I/O nets highlighted:
Drawn at 1 px/um.
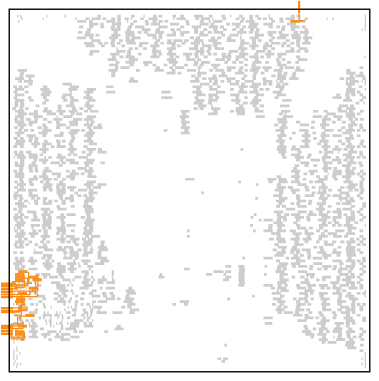
Wiring by layer:
Drawn at 1 px/um. Only two layers are drawn.
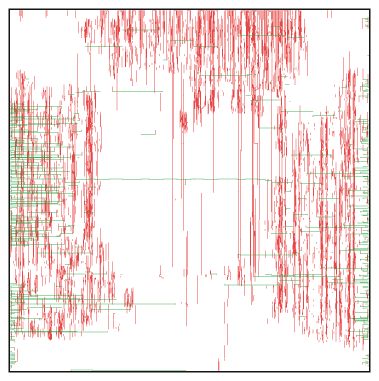
Placed standard cells:
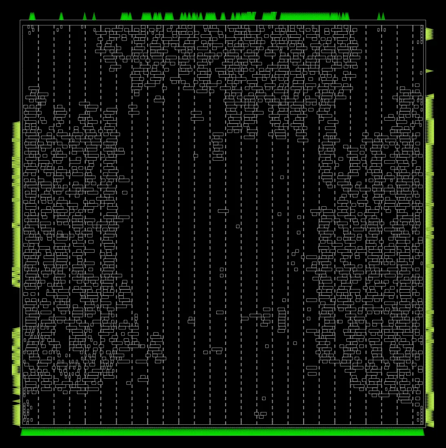
$ cat src/rtl/layer_ctrl_rf_pkg.sv
// layer_ctrl_rf_pkg: MBus width constants, controller state encoding, default function IDs
// and the packed register-array slice macro shared by layer_ctrl_rf and lc_rx_buffer.
`define LC_SLICE(vec, i, w) vec[(i)*(w) +: (w)]

package layer_ctrl_rf_pkg;
    localparam int ADDR_WIDTH = 32;
    localparam int DATA_WIDTH = 32;
    localparam int FUNC_WIDTH = 4;
    localparam logic [FUNC_WIDTH-1:0] FUNC_RF_WR_DEF = 4'h2;
    localparam logic [FUNC_WIDTH-1:0] FUNC_RF_RD_DEF = 4'h3;
    typedef enum logic [2:0] {ST_IDLE, ST_RECV, ST_EXEC, ST_TX, ST_TX_WAIT} lc_state_e;
endpackage

$ cat src/rtl/lc_rx_buffer.sv
// lc_rx_buffer: receive word store with a saturating word count and an overflow flag.
// clr and wr may coincide; the write then lands at index 0 of a freshly cleared buffer.
module lc_rx_buffer
    import layer_ctrl_rf_pkg::*;
#(
    parameter int DEPTH = 4,
    parameter int CW = $clog2(DEPTH + 1),
    parameter int IW = (DEPTH > 1) ? $clog2(DEPTH) : 1
) (
    input  logic                  clk,
    input  logic                  rst_n,
    input  logic                  clr,
    input  logic                  wr,
    input  logic [DATA_WIDTH-1:0] wr_data,
    input  logic [IW-1:0]         rd_idx,
    output logic [DATA_WIDTH-1:0] rd_data,
    output logic [CW-1:0]         count,
    output logic                  ovf
);
    logic [DATA_WIDTH-1:0] mem_q [DEPTH];
    logic [CW-1:0] count_q, count_d, base;
    logic ovf_q, ovf_d, room;

    always_comb begin
        base = clr ? '0 : count_q;
        room = base < CW'(DEPTH);
        count_d = (wr && room) ? base + 1'b1 : base;
        ovf_d = (!clr && ovf_q) || (wr && !room);
    end

    always_ff @(posedge clk or negedge rst_n) begin
        if (!rst_n) begin
            count_q <= '0;
            ovf_q <= 1'b0;
            for (int i = 0; i < DEPTH; i++) mem_q[i] <= '0;
        end else begin
            count_q <= count_d;
            ovf_q <= ovf_d;
            if (wr && room) mem_q[base[IW-1:0]] <= wr_data;
        end
    end

    assign rd_data = mem_q[rd_idx];
    assign count = count_q;
    assign ovf = ovf_q;
endmodule

$ cat src/rtl/layer_ctrl_rf.sv
// layer_ctrl_rf: MBus layer controller executing register-file writes from buffered messages.
// Define LC_RF_READ_EN to add register reads answered with an MBus reply message.
module layer_ctrl_rf
    import layer_ctrl_rf_pkg::*;
#(
    parameter int RF_NUM = 16,
    parameter int RF_DW = 24,
    parameter int BUF_DEPTH = 4,
    parameter logic [FUNC_WIDTH-1:0] FUNC_RF_WR = FUNC_RF_WR_DEF,
    parameter logic [FUNC_WIDTH-1:0] FUNC_RF_RD = FUNC_RF_RD_DEF
) (
    input  logic                    CLK,
    input  logic                    RESETn,
    input  logic                    RELEASE_RST_FROM_MBUS,
    input  logic [ADDR_WIDTH-1:0]   RX_ADDR,
    input  logic [DATA_WIDTH-1:0]   RX_DATA,
    input  logic                    RX_PEND,
    input  logic                    RX_REQ,
    output logic                    RX_ACK,
    input  logic                    RX_BROADCAST,
    input  logic                    RX_FAIL,
    output logic [ADDR_WIDTH-1:0]   TX_ADDR,
    output logic [DATA_WIDTH-1:0]   TX_DATA,
    output logic                    TX_PEND,
    output logic                    TX_REQ,
    input  logic                    TX_ACK,
    output logic                    PRIORITY,
    input  logic                    TX_SUCC,
    input  logic                    TX_FAIL,
    output logic                    TX_RESP_ACK,
    input  logic [RF_NUM*RF_DW-1:0] RF_IN,
    output logic [RF_NUM*RF_DW-1:0] RF_OUT,
    output logic [RF_NUM-1:0]       RF_LOAD
);
    localparam int CW = $clog2(BUF_DEPTH + 1);
    localparam int IW = (BUF_DEPTH > 1) ? $clog2(BUF_DEPTH) : 1;

    logic rst_n;
    assign rst_n = RESETn & ~RELEASE_RST_FROM_MBUS;

    lc_state_e state_q, state_d;
    logic [FUNC_WIDTH-1:0] func_q, func_d;
    logic bcast_q, bcast_d, rx_ack_q, rx_ack_d;
    logic [CW-1:0] exec_q, exec_d, buf_cnt;
    logic [RF_NUM*RF_DW-1:0] rf_out_q, rf_out_d;
    logic [RF_NUM-1:0] rf_load_q, rf_load_d;
    logic [DATA_WIDTH-1:0] buf_rd;
    logic buf_clr, buf_wr, buf_ovf, rx_new, discard;

    function automatic logic known(input logic [FUNC_WIDTH-1:0] f);
`ifdef LC_RF_READ_EN
        return f == FUNC_RF_WR || f == FUNC_RF_RD;
`else
        return f == FUNC_RF_WR;
`endif
    endfunction

    lc_rx_buffer #(.DEPTH(BUF_DEPTH)) u_buf (
        .clk(CLK), .rst_n(rst_n), .clr(buf_clr), .wr(buf_wr), .wr_data(RX_DATA),
        .rd_idx(exec_q[IW-1:0]), .rd_data(buf_rd), .count(buf_cnt), .ovf(buf_ovf)
    );

`ifdef LC_RF_READ_EN
    logic [7:0] rd_idx_q, rd_idx_d;
    logic [8:0] rd_left_q, rd_left_d;
    logic [ADDR_WIDTH-1:0] tx_addr_q, tx_addr_d;
    logic [DATA_WIDTH-1:0] tx_data_q, tx_data_d;
    logic tx_pend_q, tx_pend_d, tx_req_q, tx_req_d, tx_resp_q, tx_resp_d;
    logic [23:0] rd_val;

    always_comb begin
        rd_val = '0;
        for (int i = 0; i < RF_NUM; i++)
            if (rd_idx_q == 8'(i)) rd_val = 24'(`LC_SLICE(RF_IN, i, RF_DW));
    end
`endif

    always_comb begin
        state_d = state_q;
        func_d = func_q;
        bcast_d = bcast_q;
        exec_d = exec_q;
        rf_out_d = rf_out_q;
        rf_load_d = '0;
        rx_ack_d = RX_REQ | RX_FAIL;
        rx_new = RX_REQ && !rx_ack_q;
        buf_clr = 1'b0;
        buf_wr = 1'b0;
        discard = 1'b0;
`ifdef LC_RF_READ_EN
        rd_idx_d = rd_idx_q;
        rd_left_d = rd_left_q;
        tx_addr_d = tx_addr_q;
        tx_data_d = tx_data_q;
        tx_pend_d = tx_pend_q;
        tx_req_d = tx_req_q;
        tx_resp_d = tx_resp_q;
`endif
        if (RX_FAIL) begin
            state_d = ST_IDLE;
            buf_clr = 1'b1;
`ifdef LC_RF_READ_EN
            tx_req_d = 1'b0;
            tx_resp_d = 1'b0;
`endif
        end else begin
            case (state_q)
                ST_IDLE: if (rx_new) begin
                    func_d = RX_ADDR[FUNC_WIDTH-1:0];
                    bcast_d = RX_BROADCAST;
                    buf_clr = 1'b1;
                    buf_wr = 1'b1;
                    exec_d = '0;
                    state_d = RX_PEND ? ST_RECV : (known(func_d) && !bcast_d) ? ST_EXEC : ST_IDLE;
                end
                ST_RECV: if (rx_new) begin
                    buf_wr = 1'b1;
                    bcast_d = bcast_q | RX_BROADCAST;
                    discard = buf_ovf || buf_cnt == CW'(BUF_DEPTH) || bcast_d || !known(func_q);
                    if (!RX_PEND) state_d = discard ? ST_IDLE : ST_EXEC;
                end
                ST_EXEC: begin
`ifdef LC_RF_READ_EN
                    if (func_q == FUNC_RF_RD) begin
                        rd_idx_d = buf_rd[31:24];
                        rd_left_d = {1'b0, buf_rd[23:16]} + 9'd1;
                        tx_addr_d = {24'h0, buf_rd[15:8]};
                        state_d = ST_TX;
                    end else
`endif
                    begin
                        // Out-of-range indices match no register but still take their cycle.
                        for (int i = 0; i < RF_NUM; i++)
                            if (buf_rd[31:24] == 8'(i)) begin
                                `LC_SLICE(rf_out_d, i, RF_DW) = buf_rd[RF_DW-1:0];
                                rf_load_d[i] = 1'b1;
                            end
                        exec_d = exec_q + 1'b1;
                        if (exec_d == buf_cnt) state_d = ST_IDLE;
                    end
                end
`ifdef LC_RF_READ_EN
                ST_TX:
                    if (tx_req_q) begin
                        if (TX_ACK) begin
                            tx_req_d = 1'b0;
                            rd_idx_d = rd_idx_q + 8'd1;
                            rd_left_d = rd_left_q - 9'd1;
                            if (rd_left_q == 9'd1) state_d = ST_TX_WAIT;
                        end
                    end else if (!TX_ACK) begin
                        tx_req_d = 1'b1;
                        tx_data_d = {rd_idx_q, rd_val};
                        tx_pend_d = rd_left_q != 9'd1;
                    end
                ST_TX_WAIT:
                    if (TX_SUCC || TX_FAIL) tx_resp_d = 1'b1;
                    else if (tx_resp_q) begin
                        tx_resp_d = 1'b0;
                        state_d = ST_IDLE;
                    end
`endif
                default: state_d = ST_IDLE;
            endcase
        end
    end

    always_ff @(posedge CLK or negedge rst_n) begin
        if (!rst_n) begin
            state_q <= ST_IDLE;
            func_q <= '0;
            bcast_q <= 1'b0;
            rx_ack_q <= 1'b0;
            exec_q <= '0;
            rf_out_q <= '0;
            rf_load_q <= '0;
`ifdef LC_RF_READ_EN
            rd_idx_q <= '0;
            rd_left_q <= '0;
            tx_addr_q <= '0;
            tx_data_q <= '0;
            tx_pend_q <= 1'b0;
            tx_req_q <= 1'b0;
            tx_resp_q <= 1'b0;
`endif
        end else begin
            state_q <= state_d;
            func_q <= func_d;
            bcast_q <= bcast_d;
            rx_ack_q <= rx_ack_d;
            exec_q <= exec_d;
            rf_out_q <= rf_out_d;
            rf_load_q <= rf_load_d;
`ifdef LC_RF_READ_EN
            rd_idx_q <= rd_idx_d;
            rd_left_q <= rd_left_d;
            tx_addr_q <= tx_addr_d;
            tx_data_q <= tx_data_d;
            tx_pend_q <= tx_pend_d;
            tx_req_q <= tx_req_d;
            tx_resp_q <= tx_resp_d;
`endif
        end
    end

    assign RX_ACK = rx_ack_q;
    assign RF_OUT = rf_out_q;
    assign RF_LOAD = rf_load_q;
    assign PRIORITY = 1'b0;
`ifdef LC_RF_READ_EN
    assign TX_ADDR = tx_addr_q;
    assign TX_DATA = tx_data_q;
    assign TX_PEND = tx_pend_q;
    assign TX_REQ = tx_req_q;
    assign TX_RESP_ACK = tx_resp_q;
    logic unused_sink;
    assign unused_sink = ^buf_rd;
`else
    assign TX_ADDR = '0;
    assign TX_DATA = '0;
    assign TX_PEND = 1'b0;
    assign TX_REQ = 1'b0;
    assign TX_RESP_ACK = 1'b0;
    logic unused_sink;
    assign unused_sink = ^{buf_rd, TX_ACK, TX_SUCC, TX_FAIL, RF_IN, FUNC_RF_RD};
`endif
endmodule

$ cat config.mk
export PLATFORM = sky130hd
export DESIGN_NAME = layer_ctrl_rf
export DESIGN_NICKNAME = d
export VERILOG_FILES = /design/src/rtl/layer_ctrl_rf_pkg.sv /design/src/rtl/lc_rx_buffer.sv /design/src/rtl/layer_ctrl_rf.sv
export SDC_FILE = /design/constraint.sdc
export NUM_CORES = 1
export LEC_CHECK = 0
export CAP_MARGIN = 20
export CELL_PAD_IN_SITES_DETAIL_PLACEMENT = 2
export CELL_PAD_IN_SITES_GLOBAL_PLACEMENT = 2
export CORE_AREA = 2 2 357 359
export DETAILED_ROUTE_END_ITERATION = 12
export DIE_AREA = 0 0 359 361
export PLACE_DENSITY = 0.58
export REMOVE_ABC_BUFFERS = 1
export SLEW_MARGIN = 20
export SYNTH_ARGS = -nofsm -noshare
export SYNTH_HDL_FRONTEND = slang
export SYNTH_SLANG_ARGS = --single-unit
$ cat constraint.sdc
create_clock -name CLK -period 95.5 [get_ports CLK]
set_input_delay 19.1 -clock CLK [delete_from_list [all_inputs] [get_ports CLK]]
set_output_delay 19.1 -clock CLK [all_outputs]
set_load 0.05 [all_outputs]
==> run notes <==
run results: Non-clock buffers 476, most numerous cell in the Yosys netlist dfrtp_1, P_sw 0.143 mW, PostCTS Resize Cnt 0, Yosys warning total 0, root buffer cell clkbuf_16, GR Util met3 4.30%, sequential element share of the synthesized area 61.8%, post-CTS setup buffers 0, critical path's top delay family buffers and inverters, WL met1 36.0 mm, die height 361 um, Post-Syn Instances between 1,000 and 1,500, tool warning count 446, DR DRC count 0, Routed Antenna Nets 0, P_comb 0.0483 mW, netlist area before placement 22,000 um^2, Cell Type Count 44, minimum clock period 22.09 ns, number of enable flip-flop cells 0, Setup crit end kind asynchronous set/reset pin, crit-path max FO between 100 and 150, R2R depth 6, yosys stat cell total 1,358, die width 359 um, Non-clock buffer share 15.7%, largest net degree at the start of global routing between 150 and 200, Int Power 0.397 mW, Clock Skews 0.0254 ns, M1 GR Usage 16.3%, CTS Sinks 543, Final nets 2,285, CP max-delay cell buf_4, met2 Resource Use GR 19.0%, number of buffers and inverters on the critical path 6, Logic area 7630 um^2, vias per inst roughly 3.8, Clock Power Share between 40% and 50%, Synth Flop Type dfrtp_1, Initial DRT Pass Iterations 4, crit path DAT 22.70 ns, Synth Area per Inst roughly 16 um^2, Top cells by area dfrtp_1, mux2_2, mux4_2, cell mode on critical path buf_4, area share, top type 61.8%, RSZ-0062 raised after global routing no, fin. max-slew vios 0, origin of the critical flop-to-flop path exec_q[0], MI comb cells between 700 and 800, clock buffers 95, worst-path cell chain clkdlybuf4s50_1 > nor2b_4 > buf_4 > buf_12 > buf_16 > buf_4 > buf_4, placed cell count 3,400, fillers 13,400, Clock group between 0.2 and 0.3 mW, GPL Wtd Cong 0.732, outcome finished, final reports clean, fp util 17.5%, yosys synthesis chip area 22,000 um^2, sequential power 0.239 mW, period utilisation layout 23.1%, Biggest Area Class registers, Seq pwr share 44.1%, R2R setup slack about 91 ns, logic gate share of total power about 9%, Top pwr grp the clock network, routed wl met2 35.7 mm, inverters 6, Synth area leader dfrtp_1, number of setup violations in the final report 0, post-synthesis register bit count 543, TAP cells 1,650, fraction of layout cells with a size suffix above 1 36.1%, FF+latch count 543, non-filler cells in the finished layout around 3,500, highest routed metal layer met5, WHS Endpoint RF_OUT[308], Worst Hold Class reg2reg, Critical R2R Capture RF_OUT[50], final hold violation count 0, Num CTS Buffers just under 70, hold wc startpoint RF_OUT[308], max_slew headroom between 30% and 40%, FMAX 45.3 MHz, Setup crit start kind input pin, clock latency at the later pin of the worst-skew pair 0.63 ns, critical path class in2async, max cap viols 0, grt peak-use layer met2, H-tree levels 3, Post-synth top cells dfrtp_1, mux2_2, buf_4, DRT iter0 DRCs 455, vias in the first global route 15,200, Setup TNS Final 0 ns, Max stage delay on crit path ~0.8 ns, Antenna diodes 6, Comb area share 25.2%, CTS Hold Buffers Added 0, initial antenna violation count 17, area delta synth->final 37.7%, CTS tree built, die area 130,000 um^2, Clock Path Buffers 3, ClkCell Share approximately 7.3%, Largest register FFs 384, dpl hpwl between 50 and 60 mm, sw frac between 20% and 30%, Worst VDD drop 0.0107 mV, FF/Latch Area roughly 14,000 um^2, Worst-path clk slew about 0.060 ns, first-pass GRT wire length around 120 mm, asr flop ratio synth 100%, PD cells 17.9 nW/um^2, Static Leak 13.9 nW, total gr overflow 0, Worst Hold Depth 1, Slew @ Worst Pin 1.01 ns, Worst Path Required 96.11 ns, met3 wire length just over 6 mm
Back to the opening pictures, 'I/O nets highlighted':
legend:
  orange:
    port: RF_LOAD
    bits: 16
    direction: output
    edge: 15 left, 1 top
    end_cells: 16
    buffers: 16
    wire: 518 um
Ports: 927
number of port buffers: 443

Back to the opening pictures, 'wiring by layer':
legend:
  green:
    layer: M3
    wire_length: 6,160 um
  red:
    layer: M2
    wire_length: 35.7 mm
WL/cell: 22.9 um
vias: 13,200
Routed Wire Length: 80.9 mm
GRT Overall Usage: 12.5%

Back to the opening pictures, 'placed standard cells':
row cnt: 130
core area: 125,000 um^2
flop share of the area: 44.9%

## how the worst max path moves through the flow
| stage | start | endpoint | cells past startpoint |
|---|---|---|---|
| final | RESETn | RF_OUT[159] | 7 |
| after global routing | RESETn | RF_OUT[368] | 7 |
| after CTS | RESETn | RF_OUT[351] | 6 |
| after detailed placement | RESETn | RF_OUT[351] | 6 |
| after global placement | RESETn | RF_OUT[351] | 6 |
| after floorplan | RELEASE_RST_FROM_MBUS | RF_LOAD[0] | 1 |
## placed cells by master, fill, tap and decap left out, types with 4 or more instances in the layout
cell	count
nor2_1	24
conb_1	68
ha_1	5
buf_4	28
clkbuf_8	16
nand2b_1	5
nand2_2	4
clkbuf_16	68
nand2_1	10
a21oi_1	4
clkbuf_1	11
clkinv_2	13
nor3_4	16
mux2_2	472
or3_1	4
mux2_1	44
clkdlybuf4s50_1	443
diode_2	6
inv_1	6
dfrtp_1	541
o21ai_0	4
mux4_2	28
## kinds of logic after synthesis
logic type | after synthesis | synth area share, %
muxes | 544 | 29.3
DFF | 543 | 61.8
buffers and inverters | 155 | 4.77
and+or+nand+nor | 81 | 2.65
AOI/OAI and AO/OA | 24 | 1.04
adders and majority gates | 5 | 0.284
xor gates and xnor gates | 5 | 0.199
other | 1 | 0.0170
## per-stage QoR
stage | worst slack (ns) | cell area [um^2] | utilization (%) | power, mW | hold slack [ns]
global placement | 72.28 | 28000 | 22.3 | 0.289 | 0.466
CTS | 72.85 | 30200 | 24.1 | 0.553 | 0.490
finish | 73.41 | 30300 | 24.2 | 0.541 | 0.486
detailed placement | 72.16 | 28000 | 22.3 | 0.292 | 0.477
global route | 72.98 | 30300 | 24.1 | 0.565 | 0.507
floorplan | 41.57 | 21200 | - | 0.271 | 0.467
Power figures rest on the tool's default switching activity, not on a simulated workload.
